gate_families.png
(4 px per um)
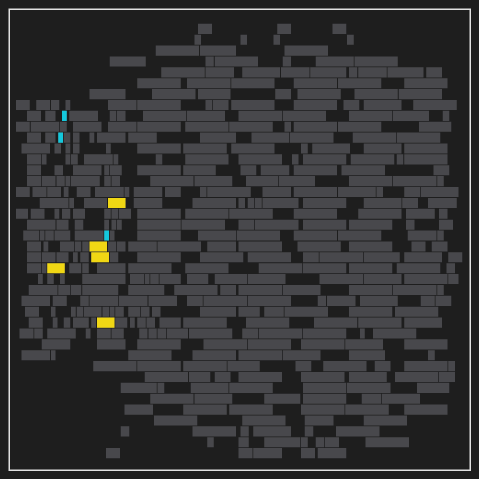
met2.png
(2 px per um) Cells faint in the background.
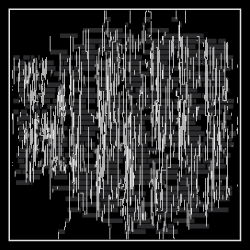
met3.png
(2 px per um)
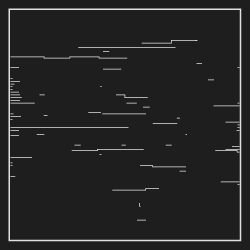
final_congestion.png
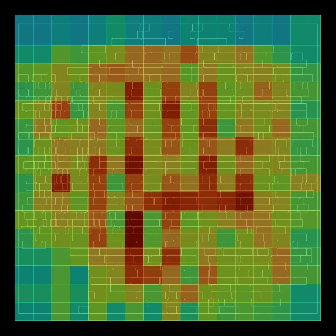
drive_strength.png
(4 px per um)
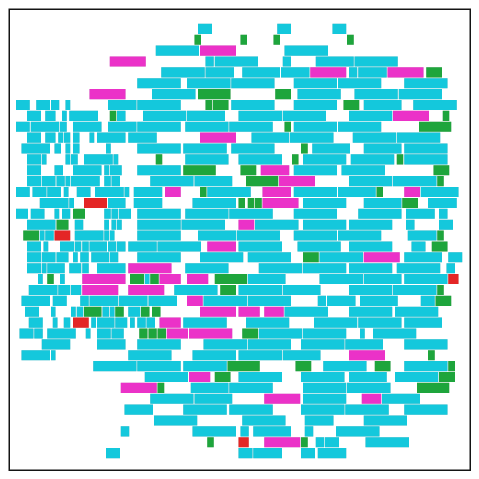
## src/rtl/pad_io_pkg.sv

```systemverilog
// pad_io_pkg: shared constants, types and helpers for the pad I/O bridge.
package pad_io_pkg;

  localparam int unsigned DEF_DATA_W     = 15;
  localparam int unsigned DEF_NUM_CH     = 2;
  localparam int unsigned DEF_FIFO_DEPTH = 8;
  localparam int unsigned DEF_NUM_CLASS  = 3;
  localparam int unsigned DEF_OUT_HOLD   = 2;

  // Bit width needed to index n items, never less than 1.
  function automatic int unsigned clog2_min1(input int unsigned n);
    return (n <= 1) ? 1 : $clog2(n);
  endfunction

  localparam int unsigned DEF_CH_W = clog2_min1(DEF_NUM_CH);

  typedef struct packed {
    logic [DEF_CH_W-1:0]   ch;
    logic [DEF_DATA_W-1:0] data;
  } beat_t;

  typedef enum logic {
    IDLE,
    DRIVE
  } out_state_t;

endpackage

```

## src/rtl/pad_io_fifo.sv

```systemverilog
// pad_io_fifo: generic first-word-fall-through FIFO; DEPTH must be a power of 2.
module pad_io_fifo #(
  parameter int unsigned WIDTH = 16,
  parameter int unsigned DEPTH = 8
) (
  input  logic                     clk,
  input  logic                     rst,
  input  logic                     wr_en,
  input  logic [WIDTH-1:0]         wr_data,
  input  logic                     rd_en,
  output logic [WIDTH-1:0]         rd_data,
  output logic                     full,
  output logic                     empty,
  output logic [$clog2(DEPTH):0]   count
);

  localparam int unsigned AW = $clog2(DEPTH);

  logic [WIDTH-1:0] mem [DEPTH];
  logic [AW-1:0]    wr_ptr;
  logic [AW-1:0]    rd_ptr;
  logic             do_push;
  logic             do_pop;

  assign full    = (count == (AW+1)'(DEPTH));
  assign empty   = (count == '0);
  assign do_pop  = rd_en && !empty;
  // A full FIFO still takes a write when the head leaves on the same edge.
  assign do_push = wr_en && (!full || do_pop);
  assign rd_data = mem[rd_ptr];

  // Storage array, no reset needed.
  always_ff @(posedge clk) begin
    if (do_push) mem[wr_ptr] <= wr_data;
  end

  // Pointer and occupancy bookkeeping.
  always_ff @(posedge clk) begin
    if (rst) begin
      wr_ptr <= '0;
      rd_ptr <= '0;
      count  <= '0;
    end else begin
      if (do_push) wr_ptr <= wr_ptr + AW'(1);
      if (do_pop)  rd_ptr <= rd_ptr + AW'(1);
      case ({do_push, do_pop})
        2'b10:   count <= count + (AW+1)'(1);
        2'b01:   count <= count - (AW+1)'(1);
        default: count <= count;
      endcase
    end
  end

endmodule

```

## src/rtl/pad_io_bridge.sv

```systemverilog
// pad_io_bridge: pad ring <-> core bridge. Input beats are sampled, tagged and
// queued; results are held on the output pads for OUT_HOLD cycles.
// Optional macro PAD_IO_STATS_EN adds rx_count / drop_count statistics ports.
module pad_io_bridge
  import pad_io_pkg::*;
#(
  parameter int unsigned DATA_W     = DEF_DATA_W,
  parameter int unsigned NUM_CH     = DEF_NUM_CH,
  parameter int unsigned FIFO_DEPTH = DEF_FIFO_DEPTH,
  parameter int unsigned NUM_CLASS  = DEF_NUM_CLASS,
  parameter int unsigned OUT_HOLD   = DEF_OUT_HOLD
) (
  input  logic                            clk,
  input  logic                            rst,
  input  logic [NUM_CH-1:0]               pad_in_valid,
  input  logic [DATA_W-1:0]               pad_in_data,
  output logic                            core_valid,
  input  logic                            core_ready,
  output logic [clog2_min1(NUM_CH)-1:0]   core_ch,
  output logic [DATA_W-1:0]               core_data,
  input  logic                            res_valid,
  output logic                            res_ready,
  input  logic [NUM_CLASS-1:0]            res_class,
  output logic                            pad_out_valid,
  output logic [NUM_CLASS-1:0]            pad_out_class,
  output logic                            ovf_err,
  output logic                            coll_err
`ifdef PAD_IO_STATS_EN
  ,
  output logic [15:0]                     rx_count,
  output logic [7:0]                      drop_count
`endif
);

  localparam int unsigned CH_W = clog2_min1(NUM_CH);
  localparam int unsigned HW   = clog2_min1(OUT_HOLD);
  localparam int unsigned BW   = CH_W + DATA_W;
  localparam int unsigned CW   = $clog2(FIFO_DEPTH) + 1;

  typedef struct packed {
    logic [CH_W-1:0]   ch;
    logic [DATA_W-1:0] data;
  } beat_w_t;

  logic [NUM_CH-1:0] s_valid;
  logic [DATA_W-1:0] s_data;
  logic [CH_W-1:0]   s_ch;
  logic              found;
  logic              wr_en;
  logic              pop;
  logic              drop;
  logic              collision;
  logic              fifo_full;
  logic              fifo_empty;
  logic [CW-1:0]     fifo_count;
  beat_w_t           wr_beat;
  beat_w_t           rd_beat;

  out_state_t        state;
  logic [HW-1:0]     hold_cnt;

  // Stage S: register the raw pad inputs every edge.
  always_ff @(posedge clk) begin
    if (rst) begin
      s_valid <= '0;
      s_data  <= '0;
    end else begin
      s_valid <= pad_in_valid;
      s_data  <= pad_in_data;
    end
  end

  // Lowest set valid bit selects the channel tag.
  always_comb begin
    s_ch  = '0;
    found = 1'b0;
    for (int unsigned i = 0; i < NUM_CH; i++) begin
      if (s_valid[i] && !found) begin
        s_ch  = CH_W'(i);
        found = 1'b1;
      end
    end
  end

  assign wr_en        = |s_valid;
  assign collision    = (s_valid & (s_valid - NUM_CH'(1))) != '0;
  assign wr_beat.ch   = s_ch;
  assign wr_beat.data = s_data;
  assign pop          = core_ready && !fifo_empty;
  assign drop         = wr_en && fifo_full && !pop;
  assign core_valid   = (fifo_count != '0);
  assign core_ch      = rd_beat.ch;
  assign core_data    = rd_beat.data;

  pad_io_fifo #(
    .WIDTH (BW),
    .DEPTH (FIFO_DEPTH)
  ) u_fifo (
    .clk     (clk),
    .rst     (rst),
    .wr_en   (wr_en),
    .wr_data (wr_beat),
    .rd_en   (core_ready),
    .rd_data (rd_beat),
    .full    (fifo_full),
    .empty   (fifo_empty),
    .count   (fifo_count)
  );

  // Sticky error flags, cleared only by reset.
  always_ff @(posedge clk) begin
    if (rst) begin
      ovf_err  <= 1'b0;
      coll_err <= 1'b0;
    end else begin
      if (drop)      ovf_err  <= 1'b1;
      if (collision) coll_err <= 1'b1;
    end
  end

`ifdef PAD_IO_STATS_EN
  // Saturating accepted/dropped beat counters.
  always_ff @(posedge clk) begin
    if (rst) begin
      rx_count   <= '0;
      drop_count <= '0;
    end else begin
      if (wr_en && !drop && (rx_count != '1)) rx_count <= rx_count + 16'd1;
      if (drop && (drop_count != '1))         drop_count <= drop_count + 8'd1;
    end
  end
`endif

  // Output FSM: latch a result and hold it on the pads for OUT_HOLD cycles.
  always_ff @(posedge clk) begin
    if (rst) begin
      state         <= IDLE;
      hold_cnt      <= '0;
      res_ready     <= 1'b1;
      pad_out_valid <= 1'b0;
      pad_out_class <= '0;
    end else begin
      case (state)
        IDLE: begin
          if (res_valid) begin
            pad_out_class <= res_class;
            pad_out_valid <= 1'b1;
            hold_cnt      <= HW'(OUT_HOLD - 1);
            res_ready     <= 1'b0;
            state         <= DRIVE;
          end
        end
        DRIVE: begin
          if (hold_cnt == '0) begin
            pad_out_valid <= 1'b0;
            pad_out_class <= '0;
            res_ready     <= 1'b1;
            state         <= IDLE;
          end else begin
            hold_cnt <= hold_cnt - HW'(1);
          end
        end
        default: begin
          state     <= IDLE;
          res_ready <= 1'b1;
        end
      endcase
    end
  end

endmodule

```

## config.mk

```make
export PLATFORM = sky130hd
export DESIGN_NAME = pad_io_bridge
export DESIGN_NICKNAME = d
export VERILOG_FILES = /design/src/rtl/pad_io_pkg.sv /design/src/rtl/pad_io_fifo.sv /design/src/rtl/pad_io_bridge.sv
export SDC_FILE = /design/constraint.sdc
export NUM_CORES = 1
export LEC_CHECK = 0
export CAP_MARGIN = 0
export CORE_UTILIZATION = 50
export DETAILED_ROUTE_END_ITERATION = 8
export GPL_TIMING_DRIVEN = 0
export PLACE_DENSITY = 0.81
export SYNTH_ARGS = -nofsm -noshare
export SYNTH_HDL_FRONTEND = slang
export SYNTH_SLANG_ARGS = --single-unit
export TNS_END_PERCENT = 5
```

## constraint.sdc

```tcl
create_clock -name clk -period 2.9 [get_ports clk]
set_clock_uncertainty 0.2 [all_clocks]
set_input_delay 0.58 -clock clk [delete_from_list [all_inputs] [get_ports clk]]
set_output_delay 0.58 -clock clk [all_outputs]
set_load 0.05 [all_outputs]
```

==> changes_impl.md <==
### Changed

* Outcome: completed
* VDD IR max at 0.590 mV
* Yosys chip area at 0.00637 mm^2
* Reg2reg end: u_fifo.count[2]
* Async S/R FF share, synth at 0%
* CTS tree: done
* Synth cell types at 33
* Synth top area cells: edfxtp_1 (60%), dfxtp_1 (12%), mux4_1 (11%)
* # Cells Yosys at 337
* Hold slack at 0.275 ns
* Total I/O pin count at 48
* Clk Latency, worst-skew pair at 0.42 ns
* Number of warning messages in the logs at 29
* Die ar. at 0.0132 mm^2
* Rows at 40
* Synth Cell Area at 0.00637 mm^2
* Pre-Place Util at 52.2%
* RSZ-0062 raised after global routing: yes
* Final Cycle Share at 99.7%
* Number of buffers created by CTS at 17
* Synth flops at 167
* Met3 routed WL at 512 um
* Post-DP HPWL at 7.27 mm
* Yosys warnings at 0
* Met1 usage at 24.8%
* WHS Endpoint: coll_err
* Post-Syn Instances at 337
* First-pass GRT wire length at 18.2 mm
* Final Power at 6.48 mW
* Met3 usage at 7.01%
* Avg Cell Area, Syn at 18.9 um^2
* Largest net degree at the start of global routing at 17
* Hold Buf Count CTS at 0
* Root Driver: clkbuf_16
* Ant. Diodes at 0
* Post-synth seq share at 72.6%
* Die X at 115 um
* Most instantiated library cell after synthesis: edfxtp_1
* Hold path start: coll_err
* Drt first-iter violations at 245
* Highest routed layer: met4
* Max_cap viols at 0
* Max Fclk at 346 MHz
* Worst EP required at 2.12 ns
* Worst reg-to-reg path cell count at 11
* Worst Setup Path Type: reg -> out
* Max-slew headroom at 35.1%
* Core ar. at 0.0122 mm^2
* Drt drc at 0
* Clock tree buffer depth at 2
* Final hold viol count at 0
* Die H at 115 um
* Crit path max fanout at 10
* Initial antenna violation count at 0
* Hold Crit Class: reg -> reg
* Layout cell share with drive strength beyond 1 at 23.9%
* CP Launch Type: flip-flop
* Htree depth at 4
* Dominant flop cell: edfxtp_1
* Count of final setup violators at 0
* Static Leakage at 2.70 nW
* Via density at 5.39
* Grt ovf at 0
* Final nets at 439
* Placer Congestion at 0.742
* Fin crit period at 2.89 ns
* PwrDens at 837 mW/mm^2
* Cell area after placement at 0.00718 mm^2
* R2R Path Start: u_fifo.count[1]
* Worst Tran Pin Value at 0.970 ns
* Worst reg-to-reg setup slack at 0.07 ns
* Max Slew Vio Count at 0
* Worst-path clk slew at 0.06 ns
* PortBufs at 47
* Vias in the first global route at 3420
* Post-synth top cells: edfxtp_1 (128), dfxtp_1 (39), mux4_1 (27), nor2_1 (25), nor2b_1 (20)
* Setup_tns at 0 ns
* # clock sinks at 167
* Post-synth top area cell: edfxtp_1
* Max-area cell share at 60.3%
* M1 wire length at 5.15 mm
* Net Count, Synth at 366
* TritonRoute pass-1 iters at 4
* Number of enable flip-flop cells at 128
* Routed Antenna Nets at 0
* Hold Crit Depth at 2
* Post CTS Setup Buffer Count at 0
* WP data arrival at 2.11 ns
* Met2 WL at 5.84 mm
* Worst Setup End Kind: primary output
## Picture notes: gate_families.png
adder and majority cells -> yellow  # cells 5, most used ha_1, where west
inverters -> cyan  # cells 3, most used inv_1

## Picture notes: met2.png
nets with wire on the layer = 393
share of all routed wire = 50%
Vias: 3186
final wirelength: 11.6 mm

## Picture notes: met3.png
main direction = horizontal
share of all routed wire = 4.4%
wire length on this layer = 512 um
nets with wire on the layer = 51

## Picture notes: final_congestion.png
DR WL/cell: 19.7 um
GR met2 Demand/Resource: 32.2%
GRT Max-Usage Layer: met2
final core occ: 63.4%
GRT Overall Usage: 19.9%

## Picture notes: drive_strength.png
drive 1 or less -> cyan  # cells 322, share 76%
drive 6 and up -> magenta  # cells 35, share 8.3%
drive 2 -> green  # cells 61, share 14%
drive 3 to 4 -> red  # cells 5, share 1.2%
final instance area: 0.00774 mm^2
Signal buffers: 69
area delta synth->final: 21.5%

-- stage by stage --
step | instances | setup slack (ns)
2_1_floorplan | 337 | 0.139
3_3_place_gp | 552 | -1.36
3_5_place_dp | 559 | -0.359
4_1_cts | 591 | -0.0578
5_1_grt | 591 | -0.0906
6_report | 591 | 0.00732
-- cell usage in the layout, fill, tap and decap left out, types with 2 or more instances in the layout --
cell type | synthesis | final
mux4_1 | 27 | 25
xor2_1 | 6 | 6
edfxtp_1 | 128 | 128
buf_6 | 4 | 4
clkdlybuf4s50_1 | 0 | 30
o21ai_0 | 4 | 4
bufinv_16 | 0 | 3
clkinv_2 | 0 | 8
dfxtp_1 | 39 | 39
a21oi_1 | 8 | 7
buf_8 | 0 | 6
clkbuf_8 | 0 | 2
nor2_2 | 0 | 6
buf_12 | 0 | 3
clkbuf_16 | 0 | 17
mux2i_1 | 4 | 4
inv_1 | 3 | 3
nor3_1 | 4 | 2
buf_4 | 0 | 2
mux4_2 | 5 | 7
nand2_1 | 7 | 7
o221ai_1 | 2 | 2
mux2_2 | 17 | 17
ha_1 | 5 | 5
nand3_1 | 2 | 2
nor2b_1 | 20 | 20
clkbuf_1 | 4 | 5
buf_2 | 0 | 15
clkbuf_2 | 2 | 3
nor2_1 | 25 | 19
buf_1 | 5 | 2
a31oi_1 | 2 | 2
nand2b_1 | 4 | 3
-- how the worst max path moves through the flow --
stage	startpoint	to	slack, ns	cells after the start
after floorplan	u_fifo.count[1]	u_fifo.count[2]	0.14	11
after global placement	core_ready	u_fifo.mem[1][11]	-1.36	4
after detailed placement	core_ready	u_fifo.mem[0][11]	-0.36	5
after CTS	flip-flop	core_ch	-0.06	5
after global routing	u_fifo.count[1]	u_fifo.count[2]	-0.09	11
final	flip-flop	core_data[5]	0.007	5
-- registers in the layout, summed over array words and instances (netlist names), 2 cells and up, named ones only --
signal / flops
u_fifo.rd_ptr: 3
s_valid: 2
u_fifo.mem: 128
pad_out_class: 3
u_fifo.count: 4
s_data: 15
u_fifo.wr_ptr: 3
-- worst max-delay path, stage by stage (launching register included) --
cell	delay, ns
dfxtp_1	0.32
buf_6	0.15
buf_12	0.15
mux4_1	0.56
mux2_2	0.29
buf_2	0.21
-- layout make-up --
cell class                      count  area, um^2
Buffer                             15         120
Timing Repair Buffer               54         508
Fill cell                         859        4470
Multi-Input combinational cell    152        1680
Inverter                            3        11.3
Sequential cell                   167        4620
Clock inverter                     11         130
Clock buffer                       21         460
Tap cell                          168         210
-- power by group --
part | leakage (nW) | internal (mW) | switching, mW | total (mW)
Combinational | 0.900 | 0.626 | 0.837 | 1.46
Clock | 0.300 | 1.39 | 0.850 | 2.24
Sequential | 1.50 | 2.70 | 0.0819 | 2.78
-- logic make-up after synthesis --
family | count (synthesis) | synth area share [%]
mux | 53 | 16.5
fa+ha+maj | 5 | 0.982
simple gates | 67 | 5.38
buf+inv | 18 | 1.57
compound gates | 21 | 2.10
xor+xnor | 6 | 0.825
flops | 167 | 72.6
-- timing repair --
| item | CTS | global route |
|---|---|---|
| gates cloned | 0 | 0 |
| resized | 87 | 16 |
| setup endpoints to repair | 17 | 32 |
| pin swaps | 0 | 0 |
Power and IR drop assume default switching activity.
